**config.mk**
```make
export PLATFORM = sky130hd
export DESIGN_NAME = dbus_arbiter_flat
export DESIGN_NICKNAME = d
export VERILOG_FILES = /design/src/rtl/dbus_arbiter_if.sv /design/src/rtl/dbus_arbiter.sv /design/src/flat_wrapper.sv
export SDC_FILE = /design/constraint.sdc
export NUM_CORES = 1
export LEC_CHECK = 0
export ABC_AREA = 1
export CORE_ASPECT_RATIO = 1.2
export CORE_MARGIN = 1
export CORE_UTILIZATION = 23
export CTS_CLUSTER_SIZE = 14
export DETAILED_ROUTE_END_ITERATION = 7
export PLACE_DENSITY = 0.83
export SLEW_MARGIN = 20
export SYNTH_ARGS = -nofsm -noshare
export SYNTH_HDL_FRONTEND = slang
export SYNTH_SLANG_ARGS = --single-unit
```
**constraint.sdc**
```tcl
create_clock -name clk -period 2.3 [get_ports clk]
set_clock_uncertainty 0.05 [all_clocks]
set_input_delay 0.46 -clock clk [delete_from_list [all_inputs] [get_ports clk]]
set_output_delay 0.46 -clock clk [all_outputs]
set_load 0.005 [all_outputs]
```
**src/rtl/dbus_arbiter_if.sv**
```systemverilog
// dbus_arbiter_if -- bus bundle between two upstream masters, the arbiter
// and the single downstream slave.
//   m_cyc/m_stb/m_we [2]     per-master cycle, strobe, write enable
//   m_adr [2*AW]             per-master address, master i at [i*AW +: AW]
//   m_dat_w [2*DW]           per-master write data, master i at [i*DW +: DW]
//   m_dat_r [DW]             read data broadcast to both masters
//   m_ack/m_err [2]          per-master acknowledge / error
//   s_cyc/s_stb/s_we         slave cycle, strobe, write enable
//   s_adr [AW], s_dat_w [DW] slave address / write data
//   s_dat_r [DW]             slave read data
//   s_ack/s_err              slave acknowledge / error
//   grant [2]                one-hot current owner, 0 when idle
// Modport slave is the arbiter's view; modport master is the surrounding
// masters-plus-slave environment.
interface dbus_arbiter_if #(
  parameter int unsigned AW = 16,
  parameter int unsigned DW = 16
);
  logic [1:0]      m_cyc;
  logic [1:0]      m_stb;
  logic [1:0]      m_we;
  logic [2*AW-1:0] m_adr;
  logic [2*DW-1:0] m_dat_w;
  logic [DW-1:0]   m_dat_r;
  logic [1:0]      m_ack;
  logic [1:0]      m_err;
  logic            s_cyc;
  logic            s_stb;
  logic            s_we;
  logic [AW-1:0]   s_adr;
  logic [DW-1:0]   s_dat_w;
  logic [DW-1:0]   s_dat_r;
  logic            s_ack;
  logic            s_err;
  logic [1:0]      grant;

  modport slave (
    input  m_cyc, m_stb, m_we, m_adr, m_dat_w, s_dat_r, s_ack, s_err,
    output m_dat_r, m_ack, m_err, s_cyc, s_stb, s_we, s_adr, s_dat_w, grant
  );

  modport master (
    output m_cyc, m_stb, m_we, m_adr, m_dat_w, s_dat_r, s_ack, s_err,
    input  m_dat_r, m_ack, m_err, s_cyc, s_stb, s_we, s_adr, s_dat_w, grant
  );
endinterface

```
**src/rtl/dbus_arbiter.sv**
```systemverilog
// dbus_arbiter -- two-master to one-slave bus arbiter with round-robin
// contention resolution and locked ownership while m_cyc stays high.
//   clk      rising-edge clock
//   reset_n  asynchronous active-low reset
//   bus      dbus_arbiter_if.slave: master-side requests, slave-side
//            responses and the one-hot grant status
// Optional: define ARB_TIMEOUT_EN to compile in a stall watchdog that
// errors the owning master after TIMEOUT stalled strobe cycles.
module dbus_arbiter #(
  parameter int unsigned AW      = 16,
  parameter int unsigned DW      = 16,
  parameter int unsigned TIMEOUT = 16
) (
  input  logic            clk,
  input  logic            reset_n,
  dbus_arbiter_if.slave   bus
);

  if (TIMEOUT < 2 || TIMEOUT > 255) begin : g_bad_timeout
    $error("dbus_arbiter: TIMEOUT must be in 2..255");
  end

  typedef enum logic [1:0] {
    IDLE = 2'd0,
    BUS0 = 2'd1,
    BUS1 = 2'd2
  } state_t;

  state_t state_q, state_d;
  logic   last_q, last_d;   // index of the master granted most recently
  logic   owner_stb;
  logic   tmo;

  always_comb begin
    owner_stb = 1'b0;
    if (state_q == BUS0) owner_stb = bus.m_stb[0];
    if (state_q == BUS1) owner_stb = bus.m_stb[1];
  end

`ifdef ARB_TIMEOUT_EN
  logic [7:0] cnt_q, cnt_d;
  logic       stall;

  assign stall = owner_stb && !bus.s_ack && !bus.s_err;
  assign tmo   = stall && (cnt_q == 8'(TIMEOUT - 1));

  // Counter restarts on every ownership change, so each master's stall
  // window is measured from zero.
  always_comb begin
    cnt_d = '0;
    if (state_d == state_q && stall) cnt_d = cnt_q + 8'd1;
  end

  always_ff @(posedge clk or negedge reset_n) begin
    if (!reset_n) cnt_q <= '0;
    else          cnt_q <= cnt_d;
  end
`else
  assign tmo = 1'b0;
`endif

  // Next state: IDLE resolves contention against the last owner; a
  // releasing owner hands straight to a waiting master with no idle cycle.
  always_comb begin
    state_d = state_q;
    last_d  = last_q;
    unique case (state_q)
      IDLE: begin
        if (bus.m_cyc == 2'b11) state_d = last_q ? BUS0 : BUS1;
        else if (bus.m_cyc[0])  state_d = BUS0;
        else if (bus.m_cyc[1])  state_d = BUS1;
      end
      BUS0: begin
        if (tmo)                 state_d = IDLE;
        else if (!bus.m_cyc[0])  state_d = bus.m_cyc[1] ? BUS1 : IDLE;
      end
      BUS1: begin
        if (tmo)                 state_d = IDLE;
        else if (!bus.m_cyc[1])  state_d = bus.m_cyc[0] ? BUS0 : IDLE;
      end
      default: state_d = IDLE;
    endcase
    if (state_d != state_q) begin
      if (state_d == BUS0) last_d = 1'b0;
      if (state_d == BUS1) last_d = 1'b1;
    end
  end

  always_ff @(posedge clk or negedge reset_n) begin
    if (!reset_n) begin
      state_q <= IDLE;
      last_q  <= 1'b1;
    end else begin
      state_q <= state_d;
      last_q  <= last_d;
    end
  end

  // Datapath: owner's request passes through combinationally; responses
  // return only to the owner.
  always_comb begin
    bus.s_cyc   = 1'b0;
    bus.s_stb   = 1'b0;
    bus.s_we    = 1'b0;
    bus.s_adr   = '0;
    bus.s_dat_w = '0;
    bus.m_ack   = '0;
    bus.m_err   = '0;
    bus.grant   = '0;
    bus.m_dat_r = bus.s_dat_r;
    unique case (state_q)
      BUS0: begin
        bus.s_cyc    = bus.m_cyc[0];
        bus.s_stb    = bus.m_stb[0];
        bus.s_we     = bus.m_we[0];
        bus.s_adr    = bus.m_adr[0 +: AW];
        bus.s_dat_w  = bus.m_dat_w[0 +: DW];
        bus.m_ack[0] = bus.s_ack;
        bus.m_err[0] = bus.s_err | tmo;
        bus.grant    = 2'b01;
      end
      BUS1: begin
        bus.s_cyc    = bus.m_cyc[1];
        bus.s_stb    = bus.m_stb[1];
        bus.s_we     = bus.m_we[1];
        bus.s_adr    = bus.m_adr[AW +: AW];
        bus.s_dat_w  = bus.m_dat_w[DW +: DW];
        bus.m_ack[1] = bus.s_ack;
        bus.m_err[1] = bus.s_err | tmo;
        bus.grant    = 2'b10;
      end
      default: ;
    endcase
  end

endmodule

```
**src/flat_wrapper.sv**
```systemverilog
// flat-port wrapper written by rule: the top's interface ports become plain ports
module dbus_arbiter_flat 
#(
  parameter int unsigned AW      = 16,
  parameter int unsigned DW      = 16,
  parameter int unsigned TIMEOUT = 16
)
  (clk, reset_n, bus_m_cyc, bus_m_stb, bus_m_we, bus_m_adr, bus_m_dat_w, bus_s_dat_r, bus_s_ack, bus_s_err, bus_m_dat_r, bus_m_ack, bus_m_err, bus_s_cyc, bus_s_stb, bus_s_we, bus_s_adr, bus_s_dat_w, bus_grant);
  dbus_arbiter_if #(.AW(AW), .DW(DW)) bus_i ();
  input  logic clk;
  input  logic reset_n;
  input wire logic [$bits(bus_i.m_cyc)-1:0] bus_m_cyc;
  input wire logic [$bits(bus_i.m_stb)-1:0] bus_m_stb;
  input wire logic [$bits(bus_i.m_we)-1:0] bus_m_we;
  input wire logic [$bits(bus_i.m_adr)-1:0] bus_m_adr;
  input wire logic [$bits(bus_i.m_dat_w)-1:0] bus_m_dat_w;
  input wire logic [$bits(bus_i.s_dat_r)-1:0] bus_s_dat_r;
  input wire logic [$bits(bus_i.s_ack)-1:0] bus_s_ack;
  input wire logic [$bits(bus_i.s_err)-1:0] bus_s_err;
  output wire logic [$bits(bus_i.m_dat_r)-1:0] bus_m_dat_r;
  output wire logic [$bits(bus_i.m_ack)-1:0] bus_m_ack;
  output wire logic [$bits(bus_i.m_err)-1:0] bus_m_err;
  output wire logic [$bits(bus_i.s_cyc)-1:0] bus_s_cyc;
  output wire logic [$bits(bus_i.s_stb)-1:0] bus_s_stb;
  output wire logic [$bits(bus_i.s_we)-1:0] bus_s_we;
  output wire logic [$bits(bus_i.s_adr)-1:0] bus_s_adr;
  output wire logic [$bits(bus_i.s_dat_w)-1:0] bus_s_dat_w;
  output wire logic [$bits(bus_i.grant)-1:0] bus_grant;
  assign bus_i.m_cyc = bus_m_cyc;
  assign bus_i.m_stb = bus_m_stb;
  assign bus_i.m_we = bus_m_we;
  assign bus_i.m_adr = bus_m_adr;
  assign bus_i.m_dat_w = bus_m_dat_w;
  assign bus_i.s_dat_r = bus_s_dat_r;
  assign bus_i.s_ack = bus_s_ack;
  assign bus_i.s_err = bus_s_err;
  assign bus_m_dat_r = bus_i.m_dat_r;
  assign bus_m_ack = bus_i.m_ack;
  assign bus_m_err = bus_i.m_err;
  assign bus_s_cyc = bus_i.s_cyc;
  assign bus_s_stb = bus_i.s_stb;
  assign bus_s_we = bus_i.s_we;
  assign bus_s_adr = bus_i.s_adr;
  assign bus_s_dat_w = bus_i.s_dat_w;
  assign bus_grant = bus_i.grant;
  dbus_arbiter #(.AW(AW), .DW(DW), .TIMEOUT(TIMEOUT)) u_core (.clk(clk), .reset_n(reset_n), .bus(bus_i));
endmodule
```
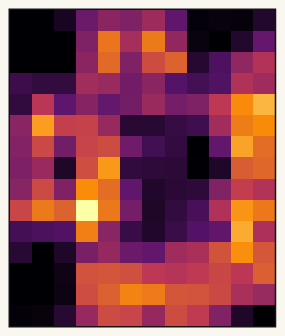
(signal metal coverage by tile)
The die is cut into 12 by 15 equal tiles; black is low, pale yellow is high, scaled to the fullest tile. Values are wire area over tile area, all layers added.
12% of the tiles are nearly empty. 31% of the tiles are over half the peak. The mean over all tiles is 0.16. The fullest tile reaches 0.44.
WL per Instance: 12.0 um
via count: 1498
overall routing resource usage: 17.3%

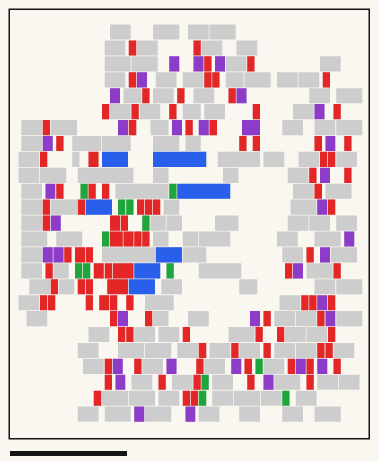
(gate families picked out)
The bar under the picture is 20 um long.
Purple marks aoi and oai cells, cells 35, where all over the die. Blue marks fa/ha/maj cells, cells 7. Green marks inv cells, cells 13. Red marks nand cells, cells 101, where all over the die.
most frequent logic cell in the layout: nand2_1
Comb/total area: 30.1%
post-route insts no fill: 347

==> flow_summary.ini <==
; synthesis and place-and-route metrics
[cts]
clk_pin_slew_ns = 0.03

[global_routing]
grt_overflow = 0
antenna_found_initial = 0
grt_most_used_layer = met2

[floorplan]
die_area_um2 = 4480

[run_status]
status = finished, final reports clean

[place]
port_buffers = 114

[logic_synthesis]
synth_area_um2 = 970
ys_sh_simple_pct = 41.4
yosysCellCount = 186
syn-instance-count = 186
ff_type = dfrtp_1
ys_sh_aoi_pct = 18.1
ys_types = 15

[worst_setup_path]
r2r_cells = 14
cp-start-kind = register
cp_num_buf_inv = 4
reg2reg_slack_ns = 0.34
crit_type = reg2out

[cells_and_area]
seq_area_um2 = 76.3

[pwr]
vdd_ir_drop_max_v = 0.000488
